[config.mk]
export PLATFORM = sky130hd
export DESIGN_NAME = core_sequencer_flat
export DESIGN_NICKNAME = d
export VERILOG_FILES = /design/src/rtl/core_seq_pkg.sv /design/src/rtl/core_seq_if.sv /design/src/rtl/core_decoder.sv /design/src/rtl/core_sequencer.sv /design/src/flat_wrapper.sv
export SDC_FILE = /design/constraint.sdc
export NUM_CORES = 1
export LEC_CHECK = 0
export ABC_AREA = 1
export CORE_ASPECT_RATIO = 1.25
export CORE_MARGIN = 3
export CORE_UTILIZATION = 44
export DETAILED_ROUTE_END_ITERATION = 10
export PLACE_DENSITY = 0.83
export SKIP_LAST_GASP = 1
export SYNTH_ARGS = -nofsm -noshare
export SYNTH_HDL_FRONTEND = slang
export SYNTH_SLANG_ARGS = --single-unit
[constraint.sdc]
create_clock -name clock_50 -period 1.72 [get_ports clock_50]
set_input_delay 0.516 -clock clock_50 [delete_from_list [all_inputs] [get_ports clock_50]]
set_output_delay 0.516 -clock clock_50 [all_outputs]
set_load 0.005 [all_outputs]
[src/rtl/core_seq_pkg.sv]
// Shared types for the core sequencer: FSM states, opcodes, branch conditions,
// ALU op codes and the 46-bit control word layout driven to the datapath.
package core_seq_pkg;

  localparam int IR_W = 16;
  localparam int CW_W = 46;

  typedef enum logic [2:0] {
    ST_FETCH   = 3'd0,
    ST_DECODE  = 3'd1,
    ST_EXECUTE = 3'd2,
    ST_HALT    = 3'd3
  } seq_state_e;

  localparam logic [3:0] OP_NOP  = 4'h0;
  localparam logic [3:0] OP_ADDI = 4'h8;
  localparam logic [3:0] OP_LDI  = 4'h9;
  localparam logic [3:0] OP_LD   = 4'hA;
  localparam logic [3:0] OP_ST   = 4'hB;
  localparam logic [3:0] OP_BR   = 4'hC;
  localparam logic [3:0] OP_ILL0 = 4'hD;
  localparam logic [3:0] OP_ILL1 = 4'hE;
  localparam logic [3:0] OP_HALT = 4'hF;

  localparam logic [2:0] BR_ALWAYS = 3'd0;
  localparam logic [2:0] BR_Z      = 3'd1;
  localparam logic [2:0] BR_N      = 3'd2;
  localparam logic [2:0] BR_C      = 3'd3;
  localparam logic [2:0] BR_NZ     = 3'd4;

  localparam logic [3:0] ALU_PASS_B = 4'h0;
  localparam logic [3:0] ALU_ADD    = 4'h1;

  typedef struct packed {
    logic        rf_we;
    logic [2:0]  rd;
    logic [2:0]  ra;
    logic [2:0]  rb;
    logic [3:0]  alu_op;
    logic        b_imm;
    logic [15:0] imm16;
    logic        flags_we;
    logic        mem_we;
    logic        mem_re;
    logic [11:0] rsvd;
  } cw_t;

  // Codes 5-7 are reserved and never branch.
  function automatic logic br_taken(input logic [2:0] cond, input logic c, input logic z,
                                    input logic n);
    case (cond)
      BR_ALWAYS: br_taken = 1'b1;
      BR_Z:      br_taken = z;
      BR_N:      br_taken = n;
      BR_C:      br_taken = c;
      BR_NZ:     br_taken = ~z;
      default:   br_taken = 1'b0;
    endcase
  endfunction

endpackage

[src/rtl/core_seq_if.sv]
// ROM fetch port and datapath control/flag/memory-ack bundle of the core sequencer.
interface core_seq_if
  import core_seq_pkg::*;
#(
  parameter int PC_W = 8
);
  logic [PC_W-1:0] rom_addr;
  logic [IR_W-1:0] rom_data;
  cw_t             cw;
  logic            c_flag;
  logic            z_flag;
  logic            n_flag;
  logic            mem_ack;

  modport master (output rom_addr, output cw,
                  input rom_data, input c_flag, input z_flag, input n_flag, input mem_ack);
  modport slave  (input rom_addr, input cw,
                  output rom_data, output c_flag, output z_flag, output n_flag, output mem_ack);
endinterface

[src/rtl/core_decoder.sv]
// Combinational instruction decode: ir -> control word plus class flags.
module core_decoder
  import core_seq_pkg::*;
(
  input  logic [IR_W-1:0] ir,
  output cw_t             cw,
  output logic            illegal,
  output logic            is_mem,
  output logic            is_br
);
  logic [3:0] op;
  logic [2:0] rd, ra, rb;

  assign op = ir[15:12];
  assign rd = ir[11:9];
  assign ra = ir[8:6];
  assign rb = ir[5:3];

  // Fields an instruction does not use stay zero.
  always_comb begin
    cw = '0;
    case (op)
      OP_ADDI: begin
        cw.rf_we    = 1'b1;
        cw.rd       = rd;
        cw.ra       = ra;
        cw.alu_op   = ALU_ADD;
        cw.b_imm    = 1'b1;
        cw.imm16    = {{10{ir[5]}}, ir[5:0]};
        cw.flags_we = 1'b1;
      end
      OP_LDI: begin
        cw.rf_we  = 1'b1;
        cw.rd     = rd;
        cw.alu_op = ALU_PASS_B;
        cw.b_imm  = 1'b1;
        cw.imm16  = {8'h00, ir[7:0]};
      end
      OP_LD: begin
        cw.rf_we  = 1'b1;
        cw.rd     = rd;
        cw.ra     = ra;
        cw.mem_re = 1'b1;
      end
      OP_ST: begin
        cw.ra     = ra;
        cw.rb     = rb;
        cw.mem_we = 1'b1;
      end
      default: begin
        if (op >= 4'h1 && op <= 4'h7) begin
          cw.rf_we    = 1'b1;
          cw.rd       = rd;
          cw.ra       = ra;
          cw.rb       = rb;
          cw.alu_op   = op;
          cw.flags_we = 1'b1;
        end
      end
    endcase
  end

  assign illegal = (op == OP_ILL0) || (op == OP_ILL1);
  assign is_mem  = (op == OP_LD) || (op == OP_ST);
  assign is_br   = (op == OP_BR);

endmodule

[src/rtl/core_sequencer.sv]
// Fetch/decode/execute controller: owns PC, IR and the registered control word.
// Build option SEQ_SINGLE_STEP_EN adds a `step` input gating each fetch.
module core_sequencer
  import core_seq_pkg::*;
#(
  parameter int              PC_W     = 8,
  parameter int              IR_W     = 16,
  parameter int              CW_W     = 46,
  parameter logic [PC_W-1:0] RESET_PC = '0
) (
  input  logic            clock_50,
  input  logic            reset_n,
  input  logic            run,
`ifdef SEQ_SINGLE_STEP_EN
  input  logic            step,
`endif
  core_seq_if.master      bus,
  output logic [PC_W-1:0] pc,
  output logic [IR_W-1:0] ir,
  output logic            halted,
  output logic            illegal,
  output logic [2:0]      state
);
  seq_state_e      state_q, state_d;
  logic [PC_W-1:0] pc_q, pc_d;
  logic [IR_W-1:0] ir_q, ir_d;
  logic [CW_W-1:0] cw_q, cw_d;
  logic            halted_q, halted_d;
  logic            illegal_q, illegal_d;
  logic            advance;
  cw_t             dec_cw;
  logic            dec_illegal, dec_is_mem, dec_is_br;
  logic [3:0]      op;

`ifdef SEQ_SINGLE_STEP_EN
  assign advance = run && step;
`else
  assign advance = run;
`endif

  core_decoder u_dec (
    .ir      (ir_q),
    .cw      (dec_cw),
    .illegal (dec_illegal),
    .is_mem  (dec_is_mem),
    .is_br   (dec_is_br)
  );

  assign op = ir_q[15:12];

  always_ff @(posedge clock_50 or negedge reset_n) begin
    if (!reset_n) begin
      state_q   <= ST_FETCH;
      pc_q      <= RESET_PC;
      ir_q      <= '0;
      cw_q      <= '0;
      halted_q  <= 1'b0;
      illegal_q <= 1'b0;
    end else begin
      state_q   <= state_d;
      pc_q      <= pc_d;
      ir_q      <= ir_d;
      cw_q      <= cw_d;
      halted_q  <= halted_d;
      illegal_q <= illegal_d;
    end
  end

  always_comb begin
    state_d   = state_q;
    pc_d      = pc_q;
    ir_d      = ir_q;
    cw_d      = cw_q;
    halted_d  = halted_q;
    illegal_d = illegal_q;
    case (state_q)
      ST_FETCH: begin
        if (advance) begin
          ir_d    = bus.rom_data;
          pc_d    = pc_q + 1'b1;
          state_d = ST_DECODE;
        end
      end
      ST_DECODE: begin
        state_d = ST_FETCH;
        if (dec_illegal) illegal_d = 1'b1;
        if (dec_is_br) begin
          if (br_taken(ir_q[11:9], bus.c_flag, bus.z_flag, bus.n_flag)) pc_d = ir_q[PC_W-1:0];
        end else if (op == OP_HALT) begin
          halted_d = 1'b1;
          state_d  = ST_HALT;
        end else if (op != OP_NOP && !dec_illegal) begin
          cw_d    = CW_W'(dec_cw);
          state_d = ST_EXECUTE;
        end
      end
      // Memory ops hold the control word until the datapath acknowledges.
      ST_EXECUTE: begin
        if (!dec_is_mem || bus.mem_ack) begin
          cw_d    = '0;
          state_d = ST_FETCH;
        end
      end
      ST_HALT: ;
      default: state_d = ST_FETCH;
    endcase
  end

  assign bus.rom_addr = pc_q;
  assign bus.cw       = cw_t'(cw_q);
  assign pc           = pc_q;
  assign ir           = ir_q;
  assign halted       = halted_q;
  assign illegal      = illegal_q;
  assign state        = state_q;

endmodule

[src/flat_wrapper.sv]
// flat-port wrapper written by rule: the top's interface ports become plain ports
module core_sequencer_flat import core_seq_pkg::*;
#(
  parameter int              PC_W     = 8,
  parameter int              IR_W     = 16,
  parameter int              CW_W     = 46,
  parameter logic [PC_W-1:0] RESET_PC = '0
)
  (clock_50, reset_n, run, pc, ir, halted, illegal, state, bus_rom_addr, bus_cw, bus_rom_data, bus_c_flag, bus_z_flag, bus_n_flag, bus_mem_ack);
  core_seq_if #(.PC_W(PC_W)) bus_i ();
  input  logic clock_50;
  input  logic reset_n;
  input  logic run;
  output logic [PC_W-1:0] pc;
  output logic [IR_W-1:0] ir;
  output logic halted;
  output logic illegal;
  output logic [2:0] state;
  output wire logic [$bits(bus_i.rom_addr)-1:0] bus_rom_addr;
  output wire logic [$bits(bus_i.cw)-1:0] bus_cw;
  input wire logic [$bits(bus_i.rom_data)-1:0] bus_rom_data;
  input wire logic [$bits(bus_i.c_flag)-1:0] bus_c_flag;
  input wire logic [$bits(bus_i.z_flag)-1:0] bus_z_flag;
  input wire logic [$bits(bus_i.n_flag)-1:0] bus_n_flag;
  input wire logic [$bits(bus_i.mem_ack)-1:0] bus_mem_ack;
  assign bus_rom_addr = bus_i.rom_addr;
  assign bus_cw = bus_i.cw;
  assign bus_i.rom_data = bus_rom_data;
  assign bus_i.c_flag = bus_c_flag;
  assign bus_i.z_flag = bus_z_flag;
  assign bus_i.n_flag = bus_n_flag;
  assign bus_i.mem_ack = bus_mem_ack;
  core_sequencer #(.PC_W(PC_W), .IR_W(IR_W), .CW_W(CW_W), .RESET_PC(RESET_PC)) u_core (.clock_50(clock_50), .reset_n(reset_n), .run(run), .bus(bus_i), .pc(pc), .ir(ir), .halted(halted), .illegal(illegal), .state(state));
endmodule
The metal 1 layer:
Supply wires on this layer in gray.
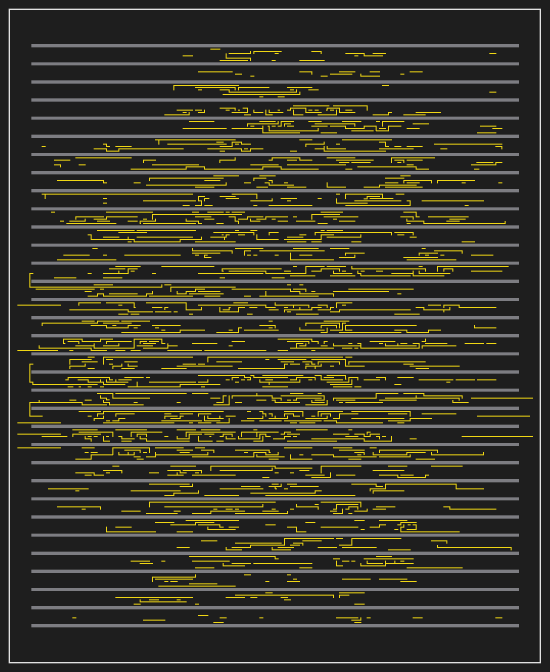
wire length on this layer: 3,250 µm
longest straight run: 22.5 µm
DRT Wirelength: 8340 µm
number of vias after detailed routing: 2,795

Placement by cell class:
The bar under the picture is 20 µm long. Fill, decap, tap and diode cells in gray.
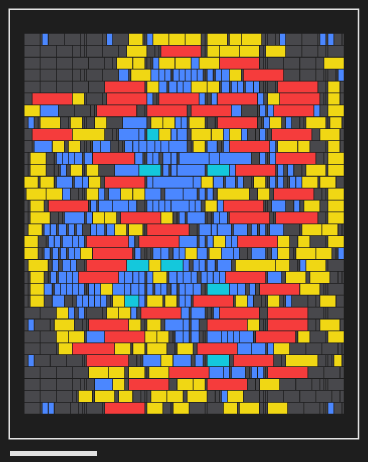
legend:
  red:
    class: flip-flops
    cells: 55
    share_of_their_area: 31%
  yellow:
    class: other buffers and delay cells
    cells: 160
    share_of_their_area: 35%
  cyan:
    class: clock drivers and dummy loads
    cells: 8
    share_of_their_area: 2.2%
  blue:
    class: all other logic
    cells: 267
    share_of_their_area: 32%
area of the placeable core: 0.00637 mm²
post-route standard cell area excluding fillers: 0.00453 mm²
Placement Rows: 32
final design utilization: 0.711

Congestion heat map:
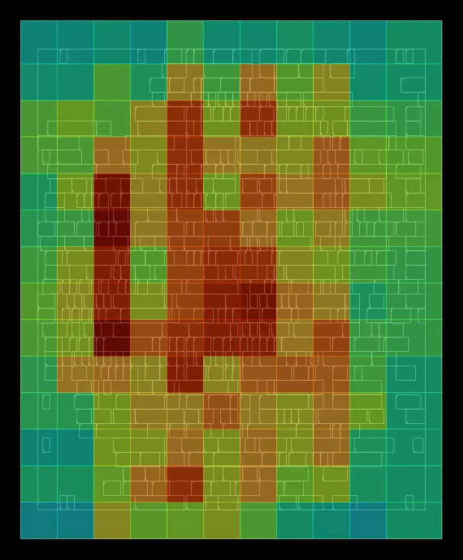
layer with the highest usage: met2
met3 Resource Use GR: 0.0470
M2 GR Usage: 0.344

==> results.txt <==
Implementation results are summarized by area below.

Run status
The run finished, with violations left. The checks that failed: negative setup slack.

Worst setup path
The slack of the worst reg-to-reg path is 80 ps. For the worst reg-to-reg path, the startpoint reported by OpenROAD is u_core.ir[12]. The number of buffers and inverters on the critical path is 1. For reference, the critical path cell chain is clkdlybuf4s50_1.

The worst reg2reg path endpoint is u_core.bus.cw[21]. The cell class contributing the biggest share of worst-path delay is buffers and inverters.

Cells and area
The combinational gate count is 241. The synthesis-to-layout area growth is 52.5%. The number of ordinary and repair buffers in the finished layout is 160.

Pwr
Summed over all combinational cells, the power is 0.0000900 W.

Placement
RePlAce ended its routability-driven mode at a weighted congestion of 0.910.

Job
The number of warnings in the stage logs is 31.

Timing
The total of endpoints with negative setup slack in the final report is 9. The minimum setup slack in the final design is -74.7 ps.

Route
In the final routed layout, each cell accounts on average for 14.5 µm. The via-per-instance ratio is 4.86.

Yosys
In this run, the synthesized area fraction spent on and/or/nand/nor cells is recorded as 0.238. The fraction of the mapped netlist area in compound gates is 0.109.

Die
Across the placement rows, the number of tap cells is 85.
Cell density map:
The die is cut into 8 by 10 equal tiles; white is low, dark blue is high, 0 to 100% covered.
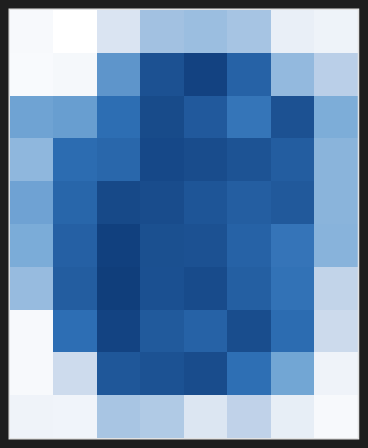
nearly empty tiles: 1.3%
densest ninth of the die: center
tiles over 75% full: 48%
mean over tiles: 57%
fullest tile: 94%
emptiest ninth of the die: upper left
effective utilization at floorplan: 0.466

Met4 routing:
The bar under the picture is 20 µm long. Supply wires on this layer in gray. Cells faint in the background.
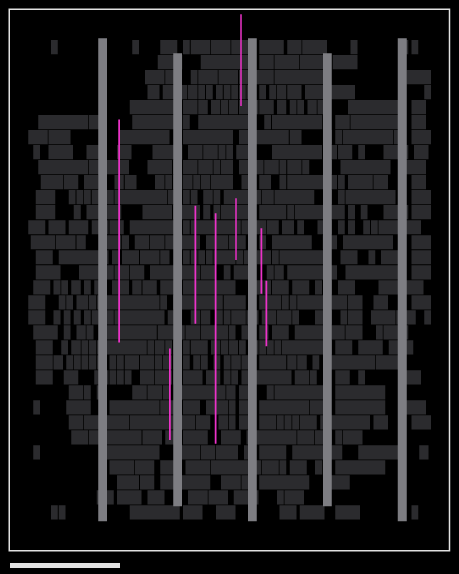
main direction: vertical
share of all routed wire: 2.0%
wire length on this layer: 169 µm
nets with wire on the layer: 8

No activity file was given, so power comes from the tool's default toggle rates.
